Figure 1. The metal 3 layer (run 1).
(2 px per um)
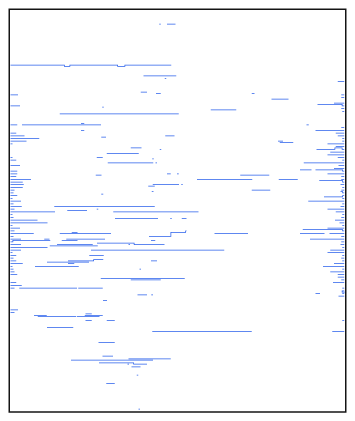
Figure 2. Routing congestion (run 1).
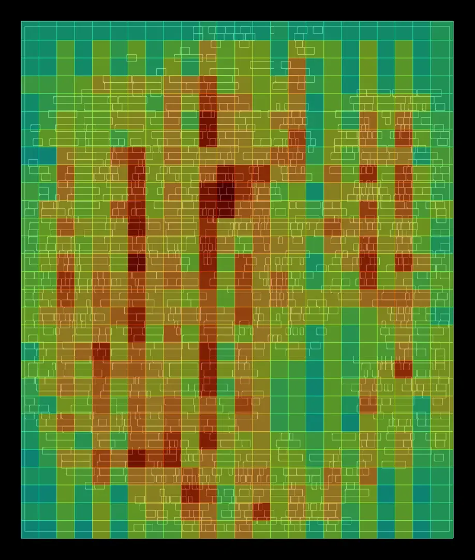
Figure 3. Drive-strength map (run 1).
(2 px per um)
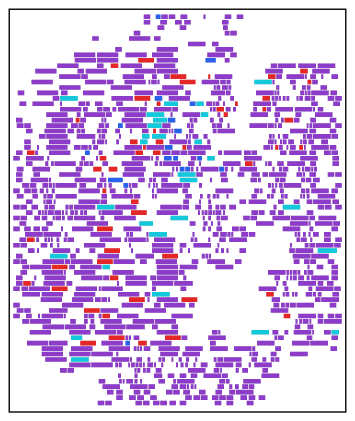
[src/rtl/branch_resolver.sv]
// Branch resolver: queues fetch-time predictions in order and checks them against
// execute-stage outcomes, producing predictor updates, redirects and statistics.
module branch_resolver #(
    parameter int unsigned DEPTH = 4,
    parameter int unsigned PC_W  = 32
) (
    input  logic            clk,
    input  logic            rst,
    input  logic            f_valid,
    input  logic            f_pred_taken,
    input  logic [PC_W-1:0] f_pred_target,
    output logic            f_full,
    input  logic            ex_valid,
    input  logic [PC_W-1:0] ex_pc,
    input  logic            ex_taken,
    input  logic [PC_W-1:0] ex_target,
    input  logic            flush_in,
    output logic            upd_is_branch,
    output logic            upd_taken,
    output logic            mispredict,
    output logic [PC_W-1:0] redirect_pc,
    output logic [31:0]     br_count,
    output logic [31:0]     mp_count,
    output logic            err
);
    localparam int unsigned AW = (DEPTH > 1) ? $clog2(DEPTH) : 1;
    localparam int unsigned CW = AW + 1;
    localparam logic [CW-1:0] FULL_CNT = CW'(DEPTH);

    logic            q_taken  [DEPTH];
    logic [PC_W-1:0] q_target [DEPTH];
    logic [AW-1:0]   wr_ptr;
    logic [AW-1:0]   rd_ptr;
    logic [CW-1:0]   count;

    logic            head_taken;
    logic [PC_W-1:0] head_target;
    logic            resolve;
    logic            mismatch;
    logic            push;
    logic            pop;
    logic            err_set;

    // The cycle after a redirect carries a wrong-path resolve, so mispredict gates execute.
    always_comb begin
        f_full      = (count == FULL_CNT);
        head_taken  = q_taken[rd_ptr];
        head_target = q_target[rd_ptr];
        resolve     = ex_valid && !flush_in && !mispredict && (count != '0);
        mismatch    = resolve && ((ex_taken != head_taken) ||
                                  (ex_taken && (ex_target != head_target)));
        push        = f_valid && !f_full && !flush_in && !mismatch;
        pop         = resolve && !mismatch;
        err_set     = ex_valid && !flush_in && !mispredict && (count == '0);
    end

    always_ff @(posedge clk) begin
        if (push) begin
            q_taken[wr_ptr]  <= f_pred_taken;
            q_target[wr_ptr] <= f_pred_target;
        end
    end

    always_ff @(posedge clk or negedge rst) begin
        if (!rst) begin
            wr_ptr <= '0;
            rd_ptr <= '0;
            count  <= '0;
        end else if (flush_in || mismatch) begin
            rd_ptr <= wr_ptr;
            count  <= '0;
        end else begin
            if (push) wr_ptr <= wr_ptr + 1'b1;
            if (pop)  rd_ptr <= rd_ptr + 1'b1;
            case ({push, pop})
                2'b10:   count <= count + 1'b1;
                2'b01:   count <= count - 1'b1;
                default: count <= count;
            endcase
        end
    end

    always_ff @(posedge clk or negedge rst) begin
        if (!rst) begin
            upd_is_branch <= 1'b0;
            upd_taken     <= 1'b0;
            mispredict    <= 1'b0;
            redirect_pc   <= '0;
            br_count      <= '0;
            mp_count      <= '0;
            err           <= 1'b0;
        end else begin
            upd_is_branch <= resolve;
            upd_taken     <= resolve ? ex_taken : 1'b0;
            mispredict    <= mismatch;
            if (mismatch)
                redirect_pc <= ex_taken ? ex_target : ex_pc + PC_W'(4);
            if (resolve && (br_count != '1))
                br_count <= br_count + 1'b1;
            if (mismatch && (mp_count != '1))
                mp_count <= mp_count + 1'b1;
            if (err_set)
                err <= 1'b1;
        end
    end
endmodule

[config.mk]
export PLATFORM = sky130hd
export DESIGN_NAME = branch_resolver
export DESIGN_NICKNAME = d
export VERILOG_FILES = /design/src/rtl/branch_resolver.sv
export SDC_FILE = /design/constraint.sdc
export NUM_CORES = 1
export LEC_CHECK = 0
export CORE_ASPECT_RATIO = 1.2
export CORE_UTILIZATION = 34
export CTS_BUF_LIST = sky130_fd_sc_hd__clkbuf_8 sky130_fd_sc_hd__clkbuf_16
export CTS_CLUSTER_DIAMETER = 200
export CTS_CLUSTER_SIZE = 28
export DETAILED_ROUTE_END_ITERATION = 7
export GPL_TIMING_DRIVEN = 0
export SLEW_MARGIN = 20
export SYNTH_ARGS = -nofsm -noshare
export SYNTH_HDL_FRONTEND = slang
export SYNTH_SLANG_ARGS = --single-unit
[constraint.sdc]
create_clock -name clk -period 4.35 [get_ports clk]
set_input_delay 0.87 -clock clk [delete_from_list [all_inputs] [get_ports clk]]
set_output_delay 0.87 -clock clk [all_outputs]
set_load 0.02 [all_outputs]
==> flow_summary.ini, run 1 <==
; yosys + openroad results
[yosys]
ys_ff = 239
mux_area_share_pct = 9.46
ys_sh_aoi_pct = 5.21
top_area_share_pct = 35.5
most_common_cell = edfxtp_1
ys_top_logic_family = simple AND/OR/NAND/NOR gates
synth.distinct_cells = 66
yosysWarningCount = 0
ys.flop_type = edfxtp_1
syn-cell-area_um2 = 11200

[setup_path]
critical_path.max_fanout = 10
worstPathRequired_ps = 4730
start_kind = flip-flop

[clock_tree]
insertion_delay_ps = 490
cts_buffers = 12
cts_htree_levels = 1

[finish]
filler_cell_count = 3003
drive_above_1_share_pct = 9.10
comb-cell-share_pct = 30.0
sh_seq_area_pct = 46.7
layout.nets = 1194
inv_count = 15

[detailed_routing]
drt-total-wl_mm = 31.7
drtIter0Drc = 559
first_pass_iters = 5

[sta]
fin_crit_sh_pct = 93.9
worst_slew_pin_slew_ps = 938
period_minus_slack_ps = 4080

[job]
drv_cap = 0
warnings = 29

[global_routing]
grt_pass1_wl_mm = 47.5

[floorplan]
nWellTaps = 407
initCoreUtil_pct = 34.6

[power_and_ir_drop]
netSwitchingFraction_pct = 33.5
seq_power_share_pct = 44.4

[placement]
numPortBuffers = 201
place_area_um2 = 13800

[outcome]
status = complete, no violations
-- Figure 1 (at the start) --
main direction: horizontal
nets with wire on the layer: 181
share of all routed wire: 5.6%

-- Figure 2 (at the start) --
Avg WL per Cell: 21.2 um
met3 Use GR: 2.58%
GRT Total Usage: 18.8%
Final Util: 44.1%
met1 Usage GRT: 25.2%

-- Figure 3 (at the start) --
[drive 6 and up] cyan | cells: 28
[drive 2] red | cells: 53
[drive 1 or less] purple | cells: 989
[drive 3 to 4] blue | cells: 18
Design Area, Final: 14,200 um^2
Layout area overhead: 27.2%

run 1: through the flow:
step / setup slack, ps / std cells / hold slack (ps)
final: 267 / 1496 / 261
after global routing: 30.6 / 1496 / 268
after CTS: 1.92 / 1495 / 259
after detailed placement: -280 / 1476 / 451
after global placement: -2170 / 1470 / 443
after floorplan: 751 / 862 / 533
run 1: metal layers:
layer | track usage, % | vias to the layer above | wire [um]
met2 | 31.3 | 275 | 15300
met1 | 25.2 | 3904 | 13700
met3 | 2.58 | 50 | 1760
met5 | 0 | - | 0
li1 | - | 3605 | -
met4 | 6.13 | 0 | 946
run 1: sequential cells by signal, summed over array words and instances, names as in the netlist:
name	count
q_target	128
br_count	32
mp_count	32
redirect_pc	32
q_taken	4
count	3
rd_ptr	2
wr_ptr	2
err	1
mispredict	1
upd_is_branch	1
upd_taken	1
run 1: what timing repair did:
item                                    4_1_cts  5_1_grt
endpoints found under the setup margin       83       83
hold buffers                                  0        0
gates resized                                 1        5
run 1: final timing paths:
check	from	slack, ps	depth (start not counted)	to
worst max-delay path	rd_ptr[1]	270	16	count[2]
worst min-delay path	rst	260	1	br_count[16]
worst max register to register	rd_ptr[1]	270	16	count[2]
worst min register to register	err	470	1	err
max in group asynchronous	rst	3340	2	redirect_pc[16]
min in group clk	err	470	1	err
run 1: worst max-delay path, cell delays in order, from the launching register on:
cell	delay, ps
dfrtp_1	370
buf_6	140
buf_2	300
buf_4	310
mux4_2	340
xnor2_1	200
nand3_1	240
a211oi_2	290
nand4_2	290
and2_4	280
buf_6	120
nor2_1	130
fa_1	280
nand2b_1	130
o221a_2	170
o21ai_0	80
or3_1	300
## Run 2: what changed since run 1
--- a/config.mk
+++ b/config.mk
@@ -5,9 +5,9 @@
 export SDC_FILE = /design/constraint.sdc
 export NUM_CORES = 1
 export LEC_CHECK = 0
+export CAP_MARGIN = 5
 export CORE_ASPECT_RATIO = 1.2
 export CORE_UTILIZATION = 34
-export CTS_BUF_LIST = sky130_fd_sc_hd__clkbuf_8 sky130_fd_sc_hd__clkbuf_16
 export CTS_CLUSTER_DIAMETER = 200
 export CTS_CLUSTER_SIZE = 28
 export DETAILED_ROUTE_END_ITERATION = 7
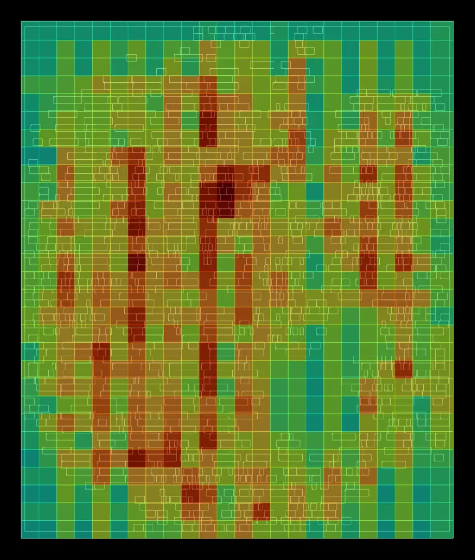
Figure 4: run 2, routing congestion.
GRT met2 Usage: 31.3%
Avg WL per Cell: 21.2 um

==> run 2 against run 1 <==
- synthesized cell count did not move
- cell area stayed put
- hold slack hardly changed
- global-route usage unchanged
- clock-buffer cell count up 5
==> flow_summary.ini, run 2 <==
; yosys + openroad results
[outcome]
status = complete, no violations

[sta]
worst_slew_pin_slew_ps = 926
fin_crit_sh_pct = 94.1
slew_viol_final = 0
relSlewSlack_pct = 38.3
fin_worst_skew_ps = 24.5
tns_ps = 0
hold_viol = 0
setup_ws_ps = 256
rsz0062_at_grt = no
period_minus_slack_ps = 4090

[clock_tree]
cts_buffers = 12
insertion_delay_ps = 490
clk_pin_slew_ps = 110
cts_tree = built
cts_resized = 1
cts_htree_levels = 1
hold_buffers = 0

[detailed_routing]
ant_nets = 0
top_layer = met4
drt-total-wl_mm = 31.8
wl_met1_mm = 13.8
wl_met2_mm = 15.3
drc = 0
vias_per_cell = 5.25
first_pass_iters = 5
drtIter0Drc = 569
wl_met3_mm = 1.68

[setup_path]
crit_chain = buf_6 -> buf_2 -> clkbuf_4 -> mux2i_1 -> xor2_1 -> mux2i_1 -> nor4_2 -> nand4_2 -> and2_4 -> buf_6 -> nor2_1 -> fa_1 -> nand2b_1 -> o221a_2 -> o21ai_0 -> or3_1
crit_path_end_kind = flip-flop
rrSetupSlack_ps = 260
start_kind = flip-flop
crit_slowest_cell = nor4_2
critPathBufInv = 4
arrival_ps = 4480
r2r-end = count[2]
r2r-start = rd_ptr[1]
worstPathRequired_ps = 4730
reg2reg_depth = 16
critPathMaxStageDelay_ps = 450
critical_path.max_fanout = 10
crit_family = simple AND/OR/NAND/NOR gates

[job]
drv_cap = 0
warnings = 29

[global_routing]
track_usage_pct = 18.8
first_global_vias = 7749
antenna_found_initial = 1
grt_pass1_wl_mm = 47.5
grtUsageMet3_pct = 2.58
grtUsageMet1_pct = 25.2
grt.busiest_layer = met2
gr-total-overflow = 0

[power_and_ir_drop]
intPower_mw = 4.47
netSwitchingFraction_pct = 33.5
power.total_mw = 6.72
p_comb_share_pct = 36.2
clockPowerShare_pct = 19.5
seq_power_share_pct = 44.3

[yosys]
ys_seq_share_pct = 59.4
synth_area_per_cell_um2 = 13.0
ys_ff = 239
ys.flop_type = edfxtp_1
fp_nets = 973
synth.distinct_cells = 66
async_flop_share_pct = 44.8
synthTopCellsByCount = edfxtp_1 (132), dfrtp_1 (107), nand2_1 (78), xor2_1 (56), xnor2_1 (49)
yosysWarningCount = 0
most_common_cell = edfxtp_1
yosys.area.top_type = edfxtp_1
top_area_share_pct = 35.5
syn-cell-area_um2 = 11200
ys_cells = 862

[placement]
pre_cts_ws_ps = -280
numPortBuffers = 201
place_area_um2 = 13800

[floorplan]
die_h_um = 201
core_area_um2 = 32300
initCoreUtil_pct = 34.6
die-area_um2 = 33600
ios = 204
die_x_um = 167

[finish]
design_area_um2 = 14200
layout.nets = 1194
area_growth_pct = 27.2
regMostFlops = q_target
largest_reg_flops = 128
layout_top_cells = clkdlybuf4s50_1 (200), edfxtp_1 (132), dfrtp_1 (107)
drive_above_1_share_pct = 9.10
filler_cell_count = 3003

[hold_path]
hold_path_class = in -> async
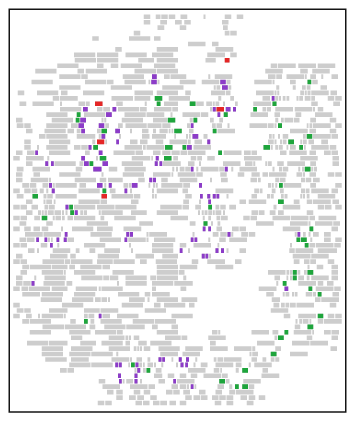
Figure 5: run 2, selected gate families.
(2 px per um)
[inverting AOI/OAI gates] purple | cells: 92
[AND and OR gates] green | cells: 58 | where: spread over the die
[AND-OR and OR-AND gates] red | cells: 5
most numerous logic cell after layout: clkdlybuf4s50_1
combinational share of cell area: 30.0%

-- run 2: cell counts after synthesis --
Identical to the previous run, type by type.
-- run 2: worst max path at each step --
stage,startpoint,end,slack (ps),cells after the start
after detailed placement,ex_target[5],q_target[2][9],-280,9
after global placement,rst,redirect_pc[28],-2170,1
after floorplan,ex_target[11],q_taken[0],750,7
after global routing,rd_ptr[0],count[2],30,16
final,rd_ptr[1],count[2],260,16
after CTS,rd_ptr[1],q_target[2][9],2,12
-- run 2: power groups by stage --
stage          sequential, mW  combinational (mW)  clock, mW
4_1_cts                  2.98                2.45       1.34
3_5_place_dp             3.03                2.44          0
6_report                 2.98                2.43       1.31
5_1_grt                  3.02                2.60       1.41
3_3_place_gp             3.03                2.38          0
2_1_floorplan            3.21                1.21          0
-- run 2: final cells by class --
type                       count  area [um^2]  share of cell area (%)
sequential                   239         6640                    46.7
inverter                      15         56.3                   0.396
tap                          407          509                    3.58
antenna                        1         2.50                  0.0176
buffer                        37          246                    1.73
multi-input combinational    571         4260                    30.0
clock buffer                  18          344                    2.42
clock inverter                 1         16.3                   0.114
timing repair buffer         207         2130                    15.0
-- run 2: through the flow --
stage	hold WS [ps]	cells	util, %
after detailed placement	451	1476	42.9
final	261	1496	44.1
after CTS	259	1495	44.0
after floorplan	533	862	-
after global routing	268	1496	44.1
after global placement	443	1470	42.5
-- run 2: kinds of logic (layout without fill, tap and decap cells) --
group / Yosys count / in the layout / share of synthesized area, %
buffers and inverters: 52 / 278 / 2.69
xor gates and xnor gates: 105 / 105 / 8.23
DFF: 239 / 239 / 59.4
and+or+nand+nor: 292 / 292 / 14.0
other: 0 / 1 / 0
adders and majority gates: 8 / 8 / 0.963
muxes: 69 / 69 / 9.46
AOI/OAI and AO/OA: 97 / 97 / 5.21
## Run 3: what changed since run 2
--- a/config.mk
+++ b/config.mk
@@ -5,7 +5,6 @@
 export SDC_FILE = /design/constraint.sdc
 export NUM_CORES = 1
 export LEC_CHECK = 0
-export CAP_MARGIN = 5
 export CORE_ASPECT_RATIO = 1.2
 export CORE_UTILIZATION = 34
 export CTS_CLUSTER_DIAMETER = 200
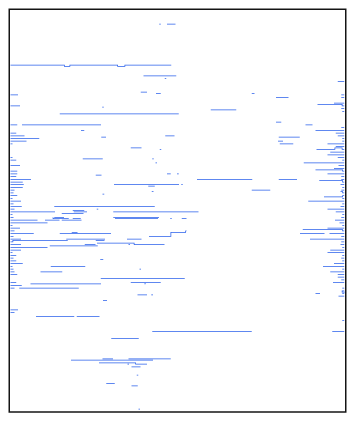
Figure 6: run 3, the metal 3 layer.
(2 px per um)
share of all routed wire: 5.3%
main direction: horizontal
final wirelength: 31.8 mm
Vias: 7,850

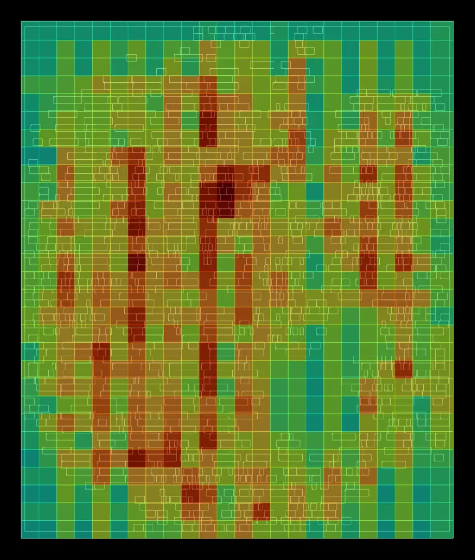
Figure 7: run 3, routing congestion.
GRT busiest layer: met2

==> run 3 against run 2 <==
- final cell count did not move
- setup slack did not move
- combinational power barely moved
- power did not move
- critical path type unchanged
- sequential share of layout area did not move
- sequential cell count did not move
- wire length did not move
- highest routed layer unchanged
- clock power barely moved
- via count did not move
- synthesized cell count did not move
- clock skew did not move
==> flow_summary.ini, run 3 <==
; yosys + openroad results
[finish]
drive_above_1_share_pct = 9.10
seq_area_um2 = 6640
filler_cell_count = 3003
largest_reg_flops = 128

[setup_path]
crit_path_end_kind = flip-flop
arrival_ps = 4480
crit_end = count[2]
crit_chain = buf_6 -> buf_2 -> clkbuf_4 -> mux2i_1 -> xor2_1 -> mux2i_1 -> nor4_2 -> nand4_2 -> and2_4 -> buf_6 -> nor2_1 -> fa_1 -> nand2b_1 -> o221a_2 -> o21ai_0 -> or3_1
worstPathRequired_ps = 4730
r2r-start = rd_ptr[1]
critPathMaxStageDelay_ps = 450
crit_family = simple AND/OR/NAND/NOR gates
rrSetupSlack_ps = 260

[floorplan]
ios = 204
initCoreUtil_pct = 34.6
core_area_um2 = 32300
die_x_um = 167

[clock_tree]
hold_buffers = 0
cts_resized = 1

[outcome]
status = complete, no violations

[job]
drv_cap = 0
warnings = 29

[global_routing]
gr-total-overflow = 0
antenna_found_initial = 1

[yosys]
top_area_share_pct = 35.5
synth_area_per_cell_um2 = 13.0
ys_cells = 862

[detailed_routing]
drc = 0
drtIter0Drc = 569

[sta]
rsz0062_at_grt = no
fin_worst_skew_ps = 24.5
hold_slack_ps = 261
setup_ws_ps = 256

[power_and_ir_drop]
intPower_mw = 4.47
pg_comb_mw = 2.43
netSwitchingFraction_pct = 33.5
## run 3: cell counts in the layout (fill, tap and decap cells not counted)
No cell type changed its count.
## run 3: kinds of logic (layout without fill, tap and decap cells)
| family | after synthesis | in the layout | share of synthesized area [%] |
|---|---|---|---|
| compound gates | 97 | 97 | 5.21 |
| mux | 69 | 69 | 9.46 |
| fa+ha+maj | 8 | 8 | 0.963 |
| buf+inv | 52 | 278 | 2.69 |
| other cells | 0 | 1 | 0 |
| flops | 239 | 239 | 59.4 |
| simple gates | 292 | 292 | 14.0 |
| xor+xnor | 105 | 105 | 8.23 |
## run 3: metal layers
| metal | share of wire (%) | GRT usage [%] | vias up |
|---|---|---|---|
| met1 | 43 | 25.2 | 3930 |
| met4 | 3.0 | 6.13 | 0 |
| met5 | 0 | 0 | - |
| li1 | - | - | 3605 |
| met3 | 5.3 | 2.58 | 49 |
| met2 | 48 | 31.3 | 266 |
## run 3: final cells by class
cell class	count	share of cell area (%)
clock buffers	18	2.42
multi-input cells	571	30.0
well taps	407	3.58
inverters	15	0.396
diodes	1	0.0176
plain buffers	37	1.73
flip-flops and latches	239	46.7
clock inverters	1	0.114
repair buffers	207	15.0
## run 3: stage by stage
stage | cell area [um^2] | power (mW) | cells
floorplan | 11200 | 4.41 | 862
global placement | 13700 | 5.40 | 1470
detailed placement | 13800 | 5.47 | 1476
CTS | 14200 | 6.77 | 1495
global route | 14200 | 7.03 | 1496
finish | 14200 | 6.72 | 1496
## run 3: how the worst min path moves through the flow
stage,endpoint,slack (ps),cells after the start
2_1_floorplan,wr_ptr[1],530,1
3_3_place_gp,err,440,1
3_5_place_dp,err,450,1
4_1_cts,br_count[16],260,1
5_1_grt,br_count[16],270,1
6_report,br_count[16],260,1
Power and IR drop assume default switching activity.
